--- src/rtl/uart_rx_oversample_pkg.sv ---
// rtl/uart_rx_oversample_pkg.sv - shared UART state codes, defaults and counter width helper
package uart_rx_oversample_pkg;

  typedef logic [1:0] state_t;

  localparam state_t ST_IDLE  = 2'd0;
  localparam state_t ST_START = 2'd1;
  localparam state_t ST_DATA  = 2'd2;
  localparam state_t ST_STOP  = 2'd3;

  localparam int DEF_DATA_BITS  = 8;
  localparam int DEF_OVERSAMPLE = 16;

  function automatic int cnt_w(input int oversample);
    return $clog2(oversample);
  endfunction

endpackage

--- src/rtl/uart_rx_sync.sv ---
// rtl/uart_rx_sync.sv - rx_in synchroniser (resets to idle-high) and baud_tick rising-edge detector
module uart_rx_sync #(
  parameter int SYNC_STAGES = 2
) (
  input  logic clk,
  input  logic rst,
  input  logic rx_in,
  input  logic baud_tick,
  output logic rxs,
  output logic tick
);

  logic [SYNC_STAGES-1:0] sync;
  logic                   baud_tick_d;

  always_ff @(posedge clk or negedge rst) begin
    if (!rst) begin
      sync        <= '1;
      baud_tick_d <= 1'b0;
    end else begin
      sync        <= {sync[SYNC_STAGES-2:0], rx_in};
      baud_tick_d <= baud_tick;
    end
  end

  assign rxs  = sync[SYNC_STAGES-1];
  assign tick = baud_tick & ~baud_tick_d;

endmodule

--- src/rtl/uart_rx_oversample.sv ---
// rtl/uart_rx_oversample.sv - 8N1 UART receiver with 16x oversampling, valid/ready output and error pulses
module uart_rx_oversample
  import uart_rx_oversample_pkg::*;
#(
  parameter int DATA_BITS   = DEF_DATA_BITS,
  parameter int OVERSAMPLE  = DEF_OVERSAMPLE,
  parameter int SYNC_STAGES = 2
) (
  input  logic                 clk,
  input  logic                 rst,
  input  logic                 rx_in,
  input  logic                 baud_tick,
  output logic [DATA_BITS-1:0] rx_data,
  output logic                 rx_valid,
  input  logic                 rx_ready,
  output logic                 frame_err,
  output logic                 overrun_err,
  output logic                 r_busy
);

  localparam int CNT_W  = cnt_w(OVERSAMPLE);
  localparam int BIDX_W = $clog2(DATA_BITS);

  localparam logic [CNT_W-1:0]  CNT_LAST  = CNT_W'(OVERSAMPLE - 1);
  localparam logic [CNT_W-1:0]  CNT_MID   = CNT_W'(OVERSAMPLE / 2 - 1);
  localparam logic [BIDX_W-1:0] BIDX_LAST = BIDX_W'(DATA_BITS - 1);

  logic                 rxs;
  logic                 tick;
  state_t               state;
  logic [CNT_W-1:0]     scnt;
  logic [CNT_W-1:0]     scnt_inc;
  logic [BIDX_W-1:0]    bidx;
  logic [DATA_BITS-1:0] shreg;
  logic                 armed;

  uart_rx_sync #(
    .SYNC_STAGES(SYNC_STAGES)
  ) u_sync (
    .clk      (clk),
    .rst      (rst),
    .rx_in    (rx_in),
    .baud_tick(baud_tick),
    .rxs      (rxs),
    .tick     (tick)
  );

  assign scnt_inc = scnt + CNT_W'(1);

  always_ff @(posedge clk or negedge rst) begin
    if (!rst) begin
      state       <= ST_IDLE;
      scnt        <= '0;
      bidx        <= '0;
      shreg       <= '0;
      armed       <= 1'b0;
      rx_data     <= '0;
      rx_valid    <= 1'b0;
      frame_err   <= 1'b0;
      overrun_err <= 1'b0;
      r_busy      <= 1'b0;
    end else begin
      frame_err   <= 1'b0;
      overrun_err <= 1'b0;
      // A completion on this same edge overrides the clear below.
      if (rx_valid && rx_ready) rx_valid <= 1'b0;

      if (tick) begin
        if (rxs) armed <= 1'b1;
        case (state)
          ST_IDLE: begin
            if (armed && !rxs) begin
              state  <= ST_START;
              scnt   <= '0;
              armed  <= 1'b0;
              r_busy <= 1'b1;
            end
          end
          ST_START: begin
            // The detection tick is already the first low sample of the start bit.
            scnt <= scnt_inc;
            if (scnt_inc == CNT_MID) begin
              if (!rxs) begin
                state <= ST_DATA;
                scnt  <= '0;
                bidx  <= '0;
              end else begin
                state  <= ST_IDLE;
                r_busy <= 1'b0;
              end
            end
          end
          ST_DATA: begin
            scnt <= scnt_inc;
            if (scnt == CNT_LAST) begin
              shreg <= {rxs, shreg[DATA_BITS-1:1]};
              bidx  <= bidx + BIDX_W'(1);
              if (bidx == BIDX_LAST) begin
                state <= ST_STOP;
                scnt  <= '0;
              end
            end
          end
          ST_STOP: begin
            scnt <= scnt_inc;
            if (scnt == CNT_LAST) begin
              state  <= ST_IDLE;
              r_busy <= 1'b0;
              if (rxs) begin
                if (!rx_valid || rx_ready) begin
                  rx_data  <= shreg;
                  rx_valid <= 1'b1;
                end else begin
                  overrun_err <= 1'b1;
                end
              end else begin
                // A line stuck low must go high again before another start is accepted.
                frame_err <= 1'b1;
                armed     <= 1'b0;
              end
            end
          end
          default: begin
            state  <= ST_IDLE;
            r_busy <= 1'b0;
          end
        endcase
      end
    end
  end

endmodule

--- config.mk ---
export PLATFORM = sky130hd
export DESIGN_NAME = uart_rx_oversample
export DESIGN_NICKNAME = d
export VERILOG_FILES = /design/src/rtl/uart_rx_oversample_pkg.sv /design/src/rtl/uart_rx_sync.sv /design/src/rtl/uart_rx_oversample.sv
export SDC_FILE = /design/constraint.sdc
export NUM_CORES = 1
export LEC_CHECK = 0
export CAP_MARGIN = 20
export CORE_MARGIN = 8
export CORE_UTILIZATION = 51
export DETAILED_ROUTE_END_ITERATION = 8
export MAX_ROUTING_LAYER = met4
export PLACE_DENSITY = 0.73
export SYNTH_ARGS = -nofsm -noshare
export SYNTH_HDL_FRONTEND = slang
export SYNTH_HIERARCHICAL = 1
export SYNTH_SLANG_ARGS = --single-unit
--- constraint.sdc ---
create_clock -name clk -period 2.8 [get_ports clk]
set_clock_uncertainty 0.2 [all_clocks]
set_input_delay 0.28 -clock clk [delete_from_list [all_inputs] [get_ports clk]]
set_output_delay 0.28 -clock clk [all_outputs]
set_load 0.05 [all_outputs]
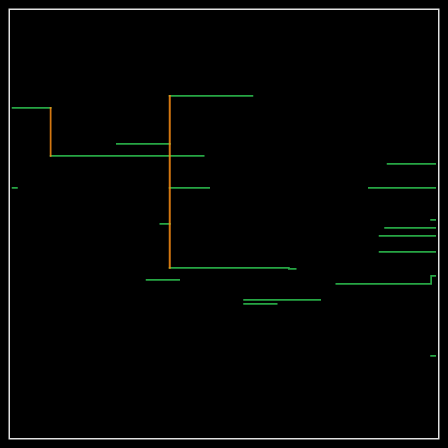
metal_stack.png
Two of the layers only.
- green: met3 (wire length 176 um)
- orange: met4 (wire length 37.4 um)
via count: 1150
DR WL/cell: 14.1 um
total track usage: 12.5%
routed wire length: 2.94 mm

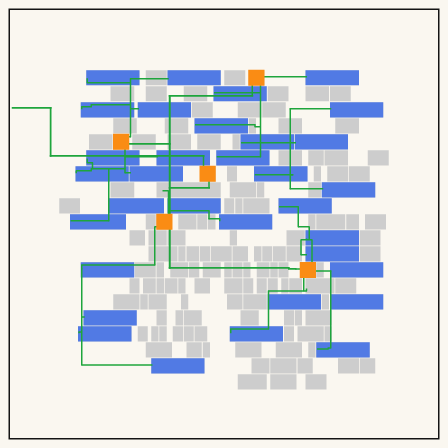
clock_map.png
- green: clock wires (length 425 um)
- orange: cells driving clock nets (count 5)
- blue: flip-flops (count 33)
- routed clock nets: 6

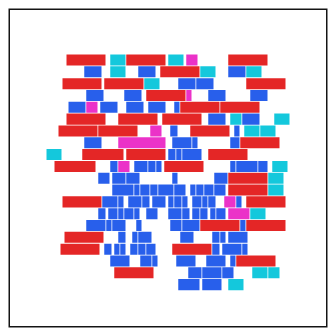
cell_classes.png
- blue: all other logic (cells 105; share of their area 42%)
- red: flops (cells 33; share of their area 44%)
- cyan: other buffers and delay cells (cells 18; share of their area 9.4%)
- magenta: clock drivers and dummy loads (cells 8; share of their area 4.6%)

==> metrics.yaml <==
outcome:
  status: "complete, no violations"
route:
  first_pass_iters: 4
  wl_met2_mm: 1.34
  ant_nets: 0
  top_layer_used: "met4"
finish:
  final_area_um2: 1920
  lay_top_count: "dfrtp_1"
  buffer_area_share_pct: 9.11
  n_all_buffers: 18
  dominant_cells: "sequential cells"
  areaGrowthSynthToFinish_pct: 17.2
  nMultiInputCombCells: 99
  final_cell_mix: "31 x dfrtp_1, 16 x nand2_1, 16 x clkdlybuf4s50_1"
  final_layout_size_suffix_gt1_share_pct: 21.3
synthesis:
  yosys_warnings: 6
  synthXorXnorAreaFrac_pct: 0.534
  synthTopLogicFamily: "simple AND/OR/NAND/NOR gates"
  synth_cell_type_count: 40
  top_cell: "dfrtp_1"
  aoi_share_pct: 11.1
  fp_nets: 157
  top_cell_area_share_pct: 47.3
  synth-seq-cells: 33
  simple_gate_share_pct: 15.4
place:
  finalWeightedCongestion: 0.872
  dp_hpwl_mm: 2.14
global_routing:
  grt_max_degree: 34
  grt_util_met2_pct: 18.8
  grt_pass1_vias: 1086
  use_met1_pct: 14.6
setup_path:
  reg2regPathDepth: 6
  cp_slowest_cell: "dfrtp_1"
  crit_required_ns: 2.83
  crit_chain: "ha_1, nand3_1, a21oi_1, nand3_1, nor3_1, mux2_1"
  worst-path-stages: 6
  end_kind: "flop"
  r2r_slack_ns: 0.52
  start_kind: "flop"
  cp_common_cell: "nand3_1"
  critPathArrivalTime_ns: 2.30
  crit_fanout: 7
  r2r_start: "scnt[0]"
sta:
  setup_viol: 0
  hold_viol: 0
  fmax_mhz: 439
  maxSlewHeadroom_pct: 66.3
cts:
  clock_tree.root_cell: "clkbuf_4"
  clk_pin_slew_ns: 0.10
  clkLatencyLatePin_ns: 0.34
  cts-buffers-inserted: 5
  post_cts_buffers: 0
  clk_path_buf_depth: 2
power_and_ir_drop:
  p_leak_nw: 0.896
  p_total_mw: 1.32
  p_comb_share_pct: 27.0
  internal_power_uw: 883
  p_per_area_nw_per_um2: 685
  seqPwrFrac_pct: 44.6
flow_run:
  warnings: 31
  cap_violations: 0
floorplan:
  taps: 44
  core_um2: 3050
  fp.dieH_um: 72.7
flip-flops by register name, indices dropped and copies added, names as in the netlist, named ones only:
name / flops
u_sync/baud_tick_d: 1
shreg: 8
overrun_err: 1
bidx: 3
armed: 1
scnt: 4
r_busy: 1
frame_err: 1
u_sync/sync: 2
rx_data: 8
rx_valid: 1
state: 1
through the flow:
step                      setup slack [ns]  instances  hold slack [ns]
after CTS                            0.536        208            0.125
after detailed placement             0.427        200            0.148
after floorplan                      0.819        143           -0.216
final                                0.524        208            0.132
after global placement               0.496        200            0.146
after global routing                 0.314        208            0.114
power groups by stage:
stage                     clock, mW  sequential (mW)  combinational, mW
final                         0.374            0.587              0.356
after global placement            0            0.593              0.344
after detailed placement          0            0.598              0.349
after CTS                     0.386            0.588              0.355
after global routing          0.405            0.597              0.394
after floorplan                   0            0.600              0.263
Power is estimated from default activity; no workload was simulated.
